<file path="src/rtl/hex_encoder_stream_if.sv">
// ---------------------------------------------------------------------------
// hex_encoder_stream_if
//   Bundles the packet-in / character-out handshake of the hex encoder.
//   in_valid/in_ready/in_data : NBYTES-byte packet offered by the producer
//   out_valid/out_ready       : ASCII character stream towards the sink
//   out_char                  : one ASCII hex digit
//   out_last                  : marks the final digit of a packet
//   Modports: slave  = the encoder's view
//             master = the producer/sink (testbench) view
// ---------------------------------------------------------------------------
interface hex_encoder_stream_if #(
    parameter int NBYTES = 11
);
    logic                  in_valid;
    logic                  in_ready;
    logic [NBYTES*8-1:0]   in_data;
    logic                  out_valid;
    logic                  out_ready;
    logic [7:0]            out_char;
    logic                  out_last;

    modport slave (
        input  in_valid, in_data, out_ready,
        output in_ready, out_valid, out_char, out_last
    );

    modport master (
        output in_valid, in_data, out_ready,
        input  in_ready, out_valid, out_char, out_last
    );
endinterface

</file>
<file path="src/rtl/hex_encoder_stream.sv">
// ---------------------------------------------------------------------------
// hex_encoder_stream
//   Latches an NBYTES-byte packet and emits it as 2*NBYTES ASCII hex digits,
//   byte 0 first, upper nibble before lower nibble.
//   Ports:
//     clk   : rising-edge clock
//     rst   : asynchronous active-high reset
//     bus   : hex_encoder_stream_if.slave (packet in, characters out)
//     busy  : a packet is latched and not yet fully emitted
//   Parameters:
//     NBYTES    : bytes per packet, 1..32
//     UPPERCASE : 0 -> 'a'..'f', 1 -> 'A'..'F'
// ---------------------------------------------------------------------------
module hex_encoder_stream #(
    parameter int NBYTES    = 11,
    parameter bit UPPERCASE = 1'b0
) (
    input  logic                  clk,
    input  logic                  rst,
    hex_encoder_stream_if.slave   bus,
    output logic                  busy
);

    typedef enum logic {
        IDLE = 1'b0,
        EMIT = 1'b1
    } state_t;

    localparam int         NCHARS   = 2 * NBYTES;
    localparam logic [5:0] LAST_IDX = 6'(NCHARS - 1);

    state_t                r_state;
    logic [5:0]            r_idx;
    logic [NBYTES*8-1:0]   r_data;
    logic                  r_in_ready;
    logic                  r_out_valid;
    logic                  r_out_last;
    logic [7:0]            r_out_char;

    logic                  w_accept;
    logic                  w_out_hs;
    logic [5:0]            w_next_idx;
    logic [7:0]            w_next_byte;
    logic [3:0]            w_next_nib;

    function automatic logic [7:0] nib_to_ascii(input logic [3:0] n);
        if (n <= 4'd9) begin
            return 8'h30 + {4'h0, n};
        end
        return (UPPERCASE ? 8'h37 : 8'h57) + {4'h0, n};
    endfunction

    // The character register is loaded one step ahead: on accept it gets
    // digit 0, on each handshake it gets the digit for the next index.
    // NOTE: every signal assigned in always_comb gets a value on every path,
    // otherwise synthesis infers a latch to hold the old value.
    always_comb begin
        w_accept    = bus.in_valid && r_in_ready;
        w_out_hs    = r_out_valid && bus.out_ready;
        w_next_idx  = r_idx + 6'd1;
        w_next_byte = r_data[{w_next_idx[5:1], 3'b000} +: 8];
        w_next_nib  = w_next_idx[0] ? w_next_byte[3:0] : w_next_byte[7:4];
    end

    // NOTE: sequential state uses non-blocking assignments so every register
    // samples the pre-edge values regardless of statement order.
    // NOTE: the packet register is cleared by reset as well, so no data from
    // an aborted packet survives; it is a plain register, not a RAM.
    always_ff @(posedge clk or posedge rst) begin
        if (rst) begin
            r_state     <= IDLE;
            r_idx       <= 6'd0;
            r_data      <= '0;
            r_in_ready  <= 1'b1;
            r_out_valid <= 1'b0;
            r_out_last  <= 1'b0;
            r_out_char  <= 8'h00;
        end else begin
            case (r_state)
                IDLE: begin
                    if (w_accept) begin
                        r_state     <= EMIT;
                        r_data      <= bus.in_data;
                        r_idx       <= 6'd0;
                        r_in_ready  <= 1'b0;
                        r_out_valid <= 1'b1;
                        r_out_char  <= nib_to_ascii(bus.in_data[7:4]);
                        // A packet always has at least two digits, so digit 0
                        // is never the last one.
                        r_out_last  <= 1'b0;
                    end
                end
                EMIT: begin
                    if (w_out_hs) begin
                        if (r_idx == LAST_IDX) begin
                            r_state     <= IDLE;
                            r_idx       <= 6'd0;
                            r_in_ready  <= 1'b1;
                            r_out_valid <= 1'b0;
                            r_out_last  <= 1'b0;
                            r_out_char  <= 8'h00;
                        end else begin
                            r_idx       <= w_next_idx;
                            r_out_char  <= nib_to_ascii(w_next_nib);
                            r_out_last  <= (w_next_idx == LAST_IDX);
                        end
                    end
                end
                default: r_state <= IDLE;
            endcase
        end
    end

    assign bus.in_ready  = r_in_ready;
    assign bus.out_valid = r_out_valid;
    assign bus.out_char  = r_out_char;
    assign bus.out_last  = r_out_last;
    assign busy          = ~r_in_ready;

endmodule
</file>
<file path="src/flat_wrapper.sv">
// flat-port wrapper written by rule: the top's interface ports become plain ports
module hex_encoder_stream_flat 
#(
    parameter int NBYTES    = 11,
    parameter bit UPPERCASE = 1'b0
)
  (clk, rst, busy, bus_in_valid, bus_in_data, bus_out_ready, bus_in_ready, bus_out_valid, bus_out_char, bus_out_last);
  hex_encoder_stream_if #(.NBYTES(NBYTES)) bus_i ();
  input  logic clk;
  input  logic rst;
  output logic busy;
  input wire logic [$bits(bus_i.in_valid)-1:0] bus_in_valid;
  input wire logic [$bits(bus_i.in_data)-1:0] bus_in_data;
  input wire logic [$bits(bus_i.out_ready)-1:0] bus_out_ready;
  output wire logic [$bits(bus_i.in_ready)-1:0] bus_in_ready;
  output wire logic [$bits(bus_i.out_valid)-1:0] bus_out_valid;
  output wire logic [$bits(bus_i.out_char)-1:0] bus_out_char;
  output wire logic [$bits(bus_i.out_last)-1:0] bus_out_last;
  assign bus_i.in_valid = bus_in_valid;
  assign bus_i.in_data = bus_in_data;
  assign bus_i.out_ready = bus_out_ready;
  assign bus_in_ready = bus_i.in_ready;
  assign bus_out_valid = bus_i.out_valid;
  assign bus_out_char = bus_i.out_char;
  assign bus_out_last = bus_i.out_last;
  hex_encoder_stream #(.NBYTES(NBYTES), .UPPERCASE(UPPERCASE)) u_core (.clk(clk), .rst(rst), .bus(bus_i), .busy(busy));
endmodule
</file>
<file path="config.mk">
export PLATFORM = sky130hd
export DESIGN_NAME = hex_encoder_stream_flat
export DESIGN_NICKNAME = d
export VERILOG_FILES = /design/src/rtl/hex_encoder_stream_if.sv /design/src/rtl/hex_encoder_stream.sv /design/src/flat_wrapper.sv
export SDC_FILE = /design/constraint.sdc
export NUM_CORES = 1
export LEC_CHECK = 0
export CAP_MARGIN = 40
export CORE_UTILIZATION = 38
export DETAILED_ROUTE_END_ITERATION = 7
export GPL_ROUTABILITY_DRIVEN = 0
export PLACE_DENSITY_LB_ADDON = 0.2
export SYNTH_ARGS = -nofsm -noshare
export SYNTH_HDL_FRONTEND = slang
export SYNTH_SLANG_ARGS = --single-unit
</file>
<file path="constraint.sdc">
create_clock -name clk -period 5.4 [get_ports clk]
set_clock_uncertainty 0.1 [all_clocks]
set_input_delay 1.08 -clock clk [delete_from_list [all_inputs] [get_ports clk]]
set_output_delay 1.08 -clock clk [all_outputs]
set_load 0.02 [all_outputs]
</file>
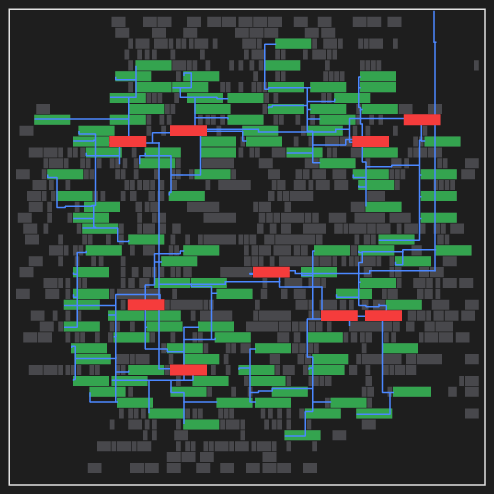
Figure 1: clock wires, drivers and flops.
Drawn at 4 px/um.
[blue] clock wires | length: 1240 um
[red] clock drivers | count: 9
[green] flip-flops | count: 105
routed clock nets: 10
flops lie: spread over the die

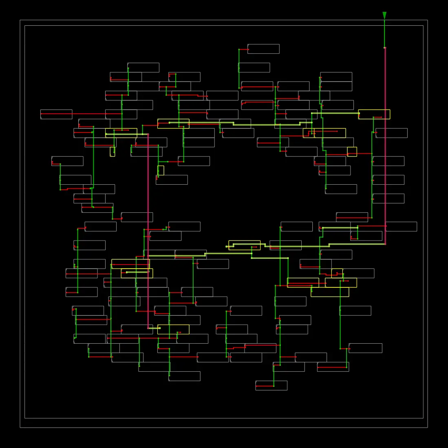
Figure 2: clock nets.
power dissipated in the clock network: 698 uW
CTS sink cnt: 105
later-pin clock latency in the skew report: 350 ps
sequential cell count: 105
clock buffer count from CTS: 9

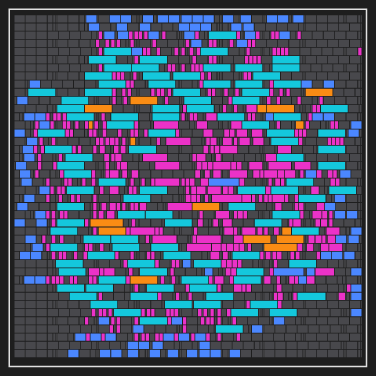
Figure 3: placement by cell class.
Drawn at 3 px/um. Fill, decap, tap and diode cells in grey.
[magenta] combinational and other logic | cells: 465 | share of their area: 37%
[blue] other buffers and delay cells | cells: 109 | share of their area: 17%
[cyan] flops | cells: 105 | share of their area: 41%
[orange] clock drivers and dummy loads | cells: 16 | share of their area: 4.9%
Seq/total area: 39.3%
standard-cell row count: 42
fin util: 50.5%
Core Area: 13200 um^2
final cell area excluding filler cells: 6690 um^2

==> CHANGELOG.md <==
### Metrics

* DRC errors left at 0
* Hpwl dp at 10100 um
* Global-route wire length before repair at 22500 um
* Global-route total usage across every layer at 20.4%
* Maximum number of pins on one net before global-route repair at 53
* CP Data Arrival Time at 4240 ps
* Largest cells by area: sky130_fd_sc_hd__dfrtp_1 50%, sky130_fd_sc_hd__nand2_1 23%, sky130_fd_sc_hd__mux4_2 4.4%
* Post-Syn Instances at 602
* Vias post-DR at 4315
* Asr flop ratio synth at 100%
* Final clock period utilization by the worst path at 76.3%
* Top cells by count, synth: 310 x sky130_fd_sc_hd__nand2_1, 104 x sky130_fd_sc_hd__dfrtp_1, 27 x sky130_fd_sc_hd__nand3_1, 23 x sky130_fd_sc_hd__clkbuf_1, 15 x sky130_fd_sc_hd__o21ai_0
* YS chip area at 5160 um^2
* Mapped Avg Cell Area at 8.58 um^2
* Maximum clock insertion buffer count at 2
* Fin worst setup slack at 1280 ps
* Area growth from synthesis to layout at 29.5%
* Detailed Routing Iterations Pass 1 at 4
* Core Util at FP at 39.0%
* Pin slew with the least headroom to its limit at 826 ps
* Leakage power of the design at 0.00329 uW
* Cell-by-cell listing of the critical path: ha_1 -> xor2_4 -> mux4_2 -> nand3_1 -> o211ai_1 -> a32oi_2 -> ha_1 -> nor2_1 -> o211ai_4 -> mux2i_1 -> o21ai_1
* Avg Vias per Cell at 4.95
* Top-level port count at 104
* Setup_tns at 0 ps
* Count of different cell masters after synthesis at 45
* Number of endpoints failing setup at the final stage at 0
* WL/cell at 15.4 um
* Hold-critical path endpoint: u_core.r_data[55]$_DFFE_PP0P_
* Fraction of final layout cells sized beyond drive strength 1 at 6.62%
* Setup CP Type: register to register
* Register name with the most flops: u_core.r_data
* OpenROAD warning count at 30
* Placed cell areas at 6370 um^2
* Largest stage delay, worst path at 710 ps
* CTS HTree Levels at 3
* Antenna violations before repair at 0
* Maximum capacitance violations at 0
* Post-Syn Area at 5160 um^2
* Origin of the worst min-delay path: u_core.r_data[55]$_DFFE_PP0P_
* Warnings from Yosys at 0
* Cells on Worst Hold Path at 2
* Largest area contributor in the synthesized netlist: sky130_fd_sc_hd__dfrtp_1
* Outcome: completed
* Maximum fanout encountered on the critical timing path at 28
* Post-CTS Hold Buffers at 0
* Number of standard cells reported by yosys at 602
* Sum of routed wire length over all layers at 13400 um
* Post-CTS repair timing setup buffer count at 0
* Sequential share of the synthesized area at 50.9%
* Data required time at the worst endpoint at 5520 ps
* Violation tally from detailed-route iteration zero at 249
* Hold violation total from the final report at 0
* Die ar. at 14100 um^2
* Crit path top cell by count: sky130_fd_sc_hd__ha_1
* Number of flops mapped to enable cells by yosys at 0
* Shortest period the worst path allows at 4120 ps
* Capturing element type of the critical path: register
* NumNets Final at 789
* Worst max-slew margin expressed relative to the limit at 44.9%
* Diodes inserted at 0
* Placement Setup Slack at 1280 ps
* Fraction of post-synthesis cell area in the top cell type by area at 50.4%
* Class of the worst hold path: register to register
* Largest register FFs at 88
* Vias in the first global route at 4467
* Gates resized, CTS repair at 0
* Clock tree from TritonCTS: yes
* F_max at 0.243 GHz
* Grt total ovfl at 0
* Final Max Slew Viols at 0
* Net count of the mapped netlist at 701
* Setup repair after global routing missed its margin: false
* Largest voltage drop on the vdd net at 0.000149 V
* Worst reg2reg startpoint: u_core.r_idx[0]$_DFFE_PP0P_
* Remaining antenna violation count at 0
* Number of synthesized register bits at 105
* Power per standard cell area at 236 nW/um^2
* Predominant post-synthesis flop cell: sky130_fd_sc_hd__dfrtp_1
* Reg-to-reg setup timing slack at 1280 ps
* Critical Path Start: u_core.r_idx[0]$_DFFE_PP0P_
* Post-CTS clock slew at the launch and capture registers of the worst setup and hold paths at 70 ps
* Cell type of the slowest stage on the worst timing path: sky130_fd_sc_hd__dfrtp_1
* Master cell of the clock root buffer: sky130_fd_sc_hd__clkbuf_16
* Timing endpoint of the critical path: u_core.bus.out_char[0]$_DFFE_PP0P_
* Cell with the most instances after synthesis: sky130_fd_sc_hd__nand2_1
* Reg-to-Reg End: u_core.bus.out_char[0]$_DFFE_PP0P_
* Critical Path Source Type: register
* Depth of the worst register-to-register path at 11
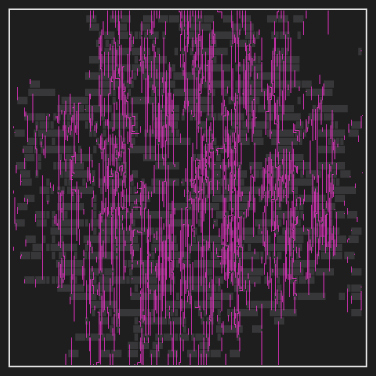
Figure 4: M2 wires.
Drawn at 3 px/um. Cells faint in the background.
share of all routed wire: 51%
main direction: vertical
longest straight run: 44.5 um
nets with wire on the layer: 645

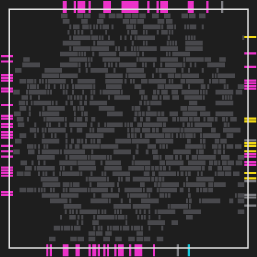
Figure 5: I/O pins on the die edge.
Drawn at 2 px/um. Pins as bars across the die edge, other pins in grey.
[magenta] bus_in_data | pins: 88 | direction: input | edge: 31 top, 24 left, 23 bottom, 10 right
[yellow] bus_out_char | pins: 8 | direction: output | edge: right
[cyan] bus_out_ready | pins: 1 | direction: input | edge: bottom
all pins by edge: 32 top, 25 bottom, 24 left, 23 right
width of the chip: 119 um
die y size: 119 um
Buffers on Ports: 102

[per-stage QoR]
stage | hold WS [ps] | total power (uW) | instances
2_1_floorplan | 340 | 818 | 602
3_3_place_gp | 359 | 891 | 853
3_5_place_dp | 363 | 895 | 855
4_1_cts | 381 | 1590 | 871
5_1_grt | 404 | 1630 | 871
6_report | 376 | 1580 | 871
[cells by family after synthesis]
logic type / count (synthesis) / share of synthesized area, %
compound gates: 54 / 7.66
xor+xnor: 8 / 1.72
fa+ha+maj: 7 / 1.70
buf+inv: 41 / 3.44
flops: 105 / 50.9
mux: 21 / 6.49
other cells: 1 / 0.0726
simple gates: 365 / 28.0
[cell type report]
cell class	count	area, um^2
Fill cell	1216	6550
Sequential cell	105	2630
Multi-Input combinational cell	456	2370
Timing Repair Buffer	109	1110
Clock buffer	10	229
Tap cell	176	220
Clock inverter	6	90.1
Inverter	9	36.3
[power breakdown]
group	internal, uW	switching [uW]	total (uW)
registers	786	0	786
logic	62.3	30.2	92.6
clock network	408	290	698
[cell usage in the layout (no fill, tap or decap), drive strengths merged, types with 3 or more instances in the layout]
master and instances:
clkbuf 10, xnor2 4, o31ai 3, nand2 310, a22oi 3, inv 10
nand4 4, a21oi 12, clkdlybuf4s50 102, ha 7, nor2 13, o21ai 17
mux2i 11, xor2 4, and2 5, buf 7, nand3 27, o211ai 4
mux4 10, dfrtp 104
[metal layers]
metal  track usage [%]  share of wire, %  vias up
met5                 0                 0        -
met4              6.25               1.5        0
met3              4.20               4.8       14
met1              26.0                43     2069
met2              34.8                51      102
li1                  -                 -     2130
[worst max-delay path: cells and delay by family, from the launching register on]
kind	cells	cell delay (ps)
AOI/OAI and AO/OA	4	780
adders and majority gates	2	670
muxes	2	850
and+or+nand+nor	2	200
DFF	1	710
xor gates and xnor gates	1	690
No activity file was given, so power comes from the tool's default toggle rates.
